[src/rtl/inst_mem_loader_pkg.sv]
// inst_loader_pkg: shared FSM state type and stream framing constants for the instruction loader.
package inst_loader_pkg;
  typedef enum logic [2:0] {IDLE, HDR, LOAD, WRITE, DONE, ERR} state_t;
  localparam int HDR_BYTES = 4;
  localparam int WORD_BYTES = 4;
endpackage

[src/rtl/inst_mem_loader_if.sv]
// inst_mem_loader_if: control, byte stream and instruction-memory write port of the loader.
interface inst_mem_loader_if #(parameter int CNT_W = 9);
  logic start;
  logic s_valid;
  logic [7:0] s_byte;
  logic s_ready;
  logic mem_we;
  logic [31:0] mem_addr;
  logic [31:0] mem_wdata;
  logic busy;
  logic done;
  logic err;
  logic [CNT_W-1:0] word_cnt;
  modport slave (
    input start, s_valid, s_byte,
    output s_ready, mem_we, mem_addr, mem_wdata, busy, done, err, word_cnt
  );
  modport master (
    output start, s_valid, s_byte,
    input s_ready, mem_we, mem_addr, mem_wdata, busy, done, err, word_cnt
  );
endinterface

[src/rtl/inst_mem_loader_byte_packer.sv]
// byte_packer: assembles little-endian 32-bit words from a byte stream.
// word_full/word_out are valid combinationally on the cycle the last byte is accepted.
module byte_packer
  import inst_loader_pkg::*;
(
  input  logic        clk,
  input  logic        rst,
  input  logic        clear,
  input  logic        byte_en,
  input  logic [7:0]  byte_in,
  output logic [31:0] word_out,
  output logic        word_full
);
  logic [1:0] r_lane;
  logic [23:0] r_lo;
  assign word_full = byte_en && (r_lane == 2'(WORD_BYTES - 1));
  assign word_out = {byte_in, r_lo};
  always_ff @(posedge clk) begin
    if (rst || clear) begin
      r_lane <= '0;
      r_lo <= '0;
    end else if (byte_en) begin
      r_lane <= r_lane + 2'd1;
      if (!word_full) r_lo[{r_lane, 3'b000} +: 8] <= byte_in;
    end
  end
endmodule

[src/rtl/inst_mem_loader.sv]
// inst_mem_loader: loads a length-prefixed byte stream into instruction memory,
// one word write per packed instruction, holding the core off while busy.
module inst_mem_loader
  import inst_loader_pkg::*;
#(
  parameter int DEPTH_WORDS = 256,
  parameter logic [31:0] BASE_ADDR = 32'h0000_0000,
  parameter int CNT_W = $clog2(DEPTH_WORDS) + 1
) (
  input logic clk,
  input logic rst,
  inst_mem_loader_if.slave bus
);
  state_t r_state;
  logic r_ready, r_we, r_busy, r_done, r_err;
  logic [31:0] r_addr, r_wdata, r_len;
  logic [CNT_W-1:0] r_cnt;
  logic w_start, w_full;
  logic [31:0] w_word, w_cnt_next;
  assign w_start = bus.start && (r_state == IDLE || r_state == DONE || r_state == ERR);
  assign w_cnt_next = 32'(r_cnt) + 32'd1;
  byte_packer u_packer (
    .clk(clk),
    .rst(rst),
    .clear(w_start),
    .byte_en(bus.s_valid && r_ready),
    .byte_in(bus.s_byte),
    .word_out(w_word),
    .word_full(w_full)
  );
  always_ff @(posedge clk) begin
    if (rst) begin
      r_state <= IDLE;
      r_ready <= 1'b0;
      r_we <= 1'b0;
      r_addr <= BASE_ADDR;
      r_wdata <= '0;
      r_busy <= 1'b0;
      r_done <= 1'b0;
      r_err <= 1'b0;
      r_cnt <= '0;
      r_len <= '0;
    end else begin
      r_we <= 1'b0;
      case (r_state)
        IDLE, DONE, ERR: if (w_start) begin
          r_state <= HDR;
          r_ready <= 1'b1;
          r_busy <= 1'b1;
          r_done <= 1'b0;
          r_err <= 1'b0;
          r_cnt <= '0;
        end
        HDR: if (w_full) begin
          r_len <= w_word;
          r_state <= (w_word == 32'd0) ? DONE : (w_word > 32'(DEPTH_WORDS)) ? ERR : LOAD;
          r_ready <= (w_word != 32'd0) && (w_word <= 32'(DEPTH_WORDS));
          r_busy <= (w_word != 32'd0) && (w_word <= 32'(DEPTH_WORDS));
          r_done <= (w_word == 32'd0) || (w_word > 32'(DEPTH_WORDS));
          r_err <= w_word > 32'(DEPTH_WORDS);
        end
        LOAD: if (w_full) begin
          r_state <= WRITE;
          r_ready <= 1'b0;
          r_we <= 1'b1;
          r_wdata <= w_word;
          r_addr <= BASE_ADDR + 32'(WORD_BYTES) * 32'(r_cnt);
        end
        WRITE: begin
          r_cnt <= r_cnt + CNT_W'(1);
          r_state <= (w_cnt_next == r_len) ? DONE : LOAD;
          r_ready <= w_cnt_next != r_len;
          r_busy <= w_cnt_next != r_len;
          r_done <= w_cnt_next == r_len;
        end
        default: r_state <= IDLE;
      endcase
    end
  end
  assign bus.s_ready = r_ready;
  assign bus.mem_we = r_we;
  assign bus.mem_addr = r_addr;
  assign bus.mem_wdata = r_wdata;
  assign bus.busy = r_busy;
  assign bus.done = r_done;
  assign bus.err = r_err;
  assign bus.word_cnt = r_cnt;
endmodule
[src/flat_wrapper.sv]
// flat-port wrapper written by rule: the top's interface ports become plain ports
module inst_mem_loader_flat import inst_loader_pkg::*;
#(
  parameter int DEPTH_WORDS = 256,
  parameter logic [31:0] BASE_ADDR = 32'h0000_0000,
  parameter int CNT_W = $clog2(DEPTH_WORDS) + 1
)
  (clk, rst, bus_start, bus_s_valid, bus_s_byte, bus_s_ready, bus_mem_we, bus_mem_addr, bus_mem_wdata, bus_busy, bus_done, bus_err, bus_word_cnt);
  inst_mem_loader_if #(.CNT_W(CNT_W)) bus_i ();
  input logic clk;
  input logic rst;
  input wire logic [$bits(bus_i.start)-1:0] bus_start;
  input wire logic [$bits(bus_i.s_valid)-1:0] bus_s_valid;
  input wire logic [$bits(bus_i.s_byte)-1:0] bus_s_byte;
  output wire logic [$bits(bus_i.s_ready)-1:0] bus_s_ready;
  output wire logic [$bits(bus_i.mem_we)-1:0] bus_mem_we;
  output wire logic [$bits(bus_i.mem_addr)-1:0] bus_mem_addr;
  output wire logic [$bits(bus_i.mem_wdata)-1:0] bus_mem_wdata;
  output wire logic [$bits(bus_i.busy)-1:0] bus_busy;
  output wire logic [$bits(bus_i.done)-1:0] bus_done;
  output wire logic [$bits(bus_i.err)-1:0] bus_err;
  output wire logic [$bits(bus_i.word_cnt)-1:0] bus_word_cnt;
  assign bus_i.start = bus_start;
  assign bus_i.s_valid = bus_s_valid;
  assign bus_i.s_byte = bus_s_byte;
  assign bus_s_ready = bus_i.s_ready;
  assign bus_mem_we = bus_i.mem_we;
  assign bus_mem_addr = bus_i.mem_addr;
  assign bus_mem_wdata = bus_i.mem_wdata;
  assign bus_busy = bus_i.busy;
  assign bus_done = bus_i.done;
  assign bus_err = bus_i.err;
  assign bus_word_cnt = bus_i.word_cnt;
  inst_mem_loader #(.DEPTH_WORDS(DEPTH_WORDS), .BASE_ADDR(BASE_ADDR), .CNT_W(CNT_W)) u_core (.clk(clk), .rst(rst), .bus(bus_i));
endmodule
[config.mk]
export PLATFORM = sky130hd
export DESIGN_NAME = inst_mem_loader_flat
export DESIGN_NICKNAME = d
export VERILOG_FILES = /design/src/rtl/inst_mem_loader_pkg.sv /design/src/rtl/inst_mem_loader_if.sv /design/src/rtl/inst_mem_loader_byte_packer.sv /design/src/rtl/inst_mem_loader.sv /design/src/flat_wrapper.sv
export SDC_FILE = /design/constraint.sdc
export NUM_CORES = 1
export LEC_CHECK = 0
export ABC_CLOCK_PERIOD_IN_PS = 5750
export CAP_MARGIN = 40
export CORE_MARGIN = 8
export CORE_UTILIZATION = 56
export DETAILED_ROUTE_END_ITERATION = 10
export HOLD_SLACK_MARGIN = 0.05
export MAX_ROUTING_LAYER = met4
export PLACE_DENSITY = 0.81
export REMOVE_ABC_BUFFERS = 1
export SYNTH_ARGS = -nofsm -noshare
export SYNTH_HDL_FRONTEND = slang
export SYNTH_SLANG_ARGS = --single-unit
export TNS_END_PERCENT = 20
[constraint.sdc]
create_clock -name clk -period 5.75 [get_ports clk]
set_input_delay 0.8625 -clock clk [delete_from_list [all_inputs] [get_ports clk]]
set_output_delay 0.8625 -clock clk [all_outputs]
set_load 0.005 [all_outputs]
floorplan.png
Bar = 20 um. Pins as bars on the die edge.
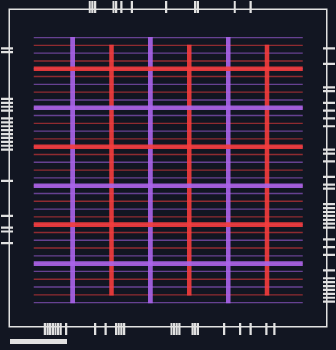
legend:
  VSS:
    colour: purple
  VDD:
    colour: red
signal pins: 90
met4 straps: 6
met1 rails: 35
rows: 34
met5 straps: 6

==> results.toml <==
# synthesis and place-and-route metrics
[synth]
ys_cells = 642
top_cell_area_share_pct = 46.7
synth_cell_types = 44
ys_area_um2 = 4980
synthTopCellsByCount = "185 x nand2_1, 116 x dfxtp_1, 110 x a21oi_1"
async_reset_ff_share_pct = 0
ys_seq_share_pct = 46.7
edf_count = 0
syn_inst = 642
ys.flops = 116
most_common_cell = "nand2_1"
topCellsByArea = "dfxtp_1 47%, nand2_1 14%, a21oi_1 11%"
postSynthAreaPerCell_um2 = 7.75
largest_area_cell = "dfxtp_1"
yosysWarnings = 0
syn-cell-area_um2 = 4980
ys_dominant_reg_cell = "dfxtp_1"

[floorplanning]
std_cell_rows = 34
initial_core_util_pct = 57.3
die_x_um = 110
die-height_um = 110
coreArea_um2 = 8680
die_area_um2 = 12200

[power_and_ir_drop]
pwr-share-clk_pct = 53.6
pg_seq_mw = 0.813
p_sw_mw = 0.429
powerClk_mw = 1.02
p_total_mw = 1.90
vdd_drop_max_v = 0.000267
p_per_area_nw_per_um2 = 306
sequentialPowerShare_pct = 42.8
top_power_group = "clock"
comb_power_mw = 0.0682
p_sw_share_pct = 22.6
leakage_nw = 2.10
power_frac_comb_pct = 3.6
p_int_mw = 1.47

[clock_tree]
cts_tree = "built"
postCtsSetupRepairBufs = 0
htreeDepth = 4
root_buffer = "clkbuf_8"
insertion_delay_ns = 0.52
ctsResizeCount = 0
cts_buffers = 17
clk_path_buf_depth = 2
clk_pin_slew_ns = 0.06
cts.sinks = 116
cts_hold_buf = 0

[critical_path]
cp_num_buf_inv = 1
cp.arrival_ns = 1.71
cp_max_fo = 9
worstSetupEndpointType = "primary output"
worst_path_max_delay_cell = "dfxtp_1"
cpPeakStageDelay_ns = 0.59
critical-path-top-delay-family = "flip-flops"
crit_chain = "clkdlybuf4s50_1"
cp-start-kind = "register"
cp.required_ns = 4.89
critPathKind = "reg -> out"

[sta]
fin_ws_ns = 3.18
max_freq_ghz = 0.389
finalSetupTns_ns = 0
hold_ws_ns = 0.453
skew_ns = 0.00530
slew_headroom_pct = 35.5
finalCritPeriodShare_pct = 44.7
rsz0062_at_grt = "false"
worst_slew_pin_slew_ns = 0.966
fin_crit_ns = 2.57
final-setup-viol-count = 0
maxSlewViolCount = 0
hold_viol = 0

[final_layout]
drive_gt1_share_pct = 6.36
antenna_cells = 0
post-route-util_pct = 71.4
num-fill-cells = 676
layout_top_cell = "nand2_1"
layout.nets = 712
finish.instance_area_um2 = 6200
area_growth_pct = 24.5
fin_cells = 815

[status]
outcome = "complete, no violations"

[place]
routabilityCongestion = 0.921
post-place-ws_ns = 2.75
io_buffers = 66
place_area_um2 = 5620
hpwl_mm = 8.95
placed_cells = 783

[route]
drtIter0Drc = 414
num_vias = 4698
vias_per_cell = 5.76
wl_per_cell_um = 16.3
wirelength_mm = 13.3
postRouteAntennaNets = 0
drc = 0
dr.pass1.iters = 8

[hold_path]
min_path_type = "reg -> reg"

[global_route]
grt_first_pass_wirelength_mm = 21.5
grt_pass1_vias = 4382
grtUsageTotal_pct = 22.9
grt_max_degree = 36

[job]
warnings = 29
maxCapViolations = 0
class_map.png
Fill, decap, tap and diode cells in grey.
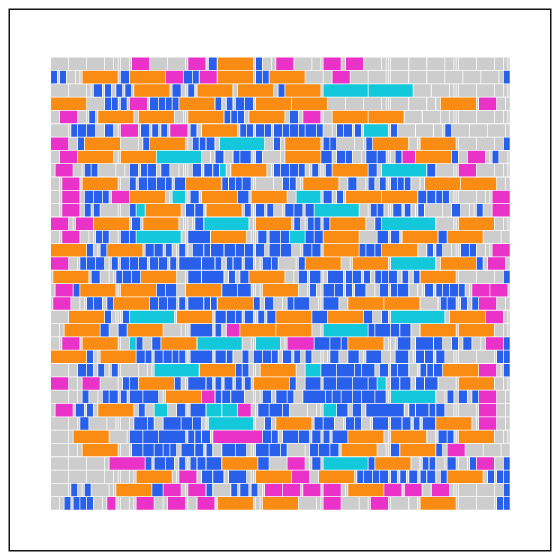
legend:
  remaining buffers and delay cells:
    colour: magenta
    cells: 73
    share_of_their_area: 12%
  remaining logic cells:
    colour: blue
    cells: 486
    share_of_their_area: 40%
  clock drivers and dummy loads:
    colour: cyan
    cells: 32
    share_of_their_area: 9.5%
  registers:
    colour: orange
    cells: 116
    share_of_their_area: 38%

[layout make-up]
type	instances	area (um^2)	share of cell area [%]
Clock inverter	11	128	2.06
Sequential cell	116	2320	37.5
Inverter	4	15.0	0.242
Tap cell	108	135	2.18
Timing Repair Buffer	73	748	12.1
Clock buffer	21	449	7.25
Multi-Input combinational cell	482	2400	38.7
[registers in the layout, summed over array words and instances, names as in the netlist]
signal                  flops
u_core.bus.busy             1
u_core.bus.done             1
u_core.bus.err              1
u_core.bus.mem_addr         9
u_core.bus.mem_wdata       32
u_core.bus.mem_we           1
u_core.bus.s_ready          1
u_core.bus.word_cnt         9
u_core.r_len               32
u_core.r_state              3
u_core.u_packer.r_lane      2
u_core.u_packer.r_lo       24
[cells by family after synthesis]
| logic type | share of synthesized area (%) |
|---|---|
| simple gates | 27.7 |
| compound gates | 14.9 |
| flops | 46.7 |
| buf+inv | 6.97 |
| xor+xnor | 1.94 |
| fa+ha+maj | 1.51 |
| other cells | 0.0754 |
| mux | 0.201 |
[layer usage]
metal  vias to the layer above  global-route usage, %  wire length, um
met4                         0                   9.61              274
met3                        26                   4.59             1010
li1                       2245                      -                -
met5                         -                      -                0
met2                       233                   36.2             6390
met1                      2194                   27.9             5590
[final timing paths]
check | start | to | slack, ns | depth (start not counted)
setup reg to reg | u_core.bus.word_cnt[0]$_SDFFE_PP0P_ | u_core.bus.busy$_SDFFE_PP0P_ | 3.28 | 6
hold reg to reg | u_core.bus.mem_addr[7]$_SDFFE_PP0P_ | u_core.bus.mem_addr[7]$_SDFFE_PP0P_ | 0.45 | 2
setup / recovery | u_core.bus.word_cnt[0]$_SDFFE_PP0P_ | bus_word_cnt[0] | 3.18 | 1
hold / removal | u_core.bus.mem_addr[7]$_SDFFE_PP0P_ | u_core.bus.mem_addr[7]$_SDFFE_PP0P_ | 0.45 | 2
Power and IR drop assume default switching activity.
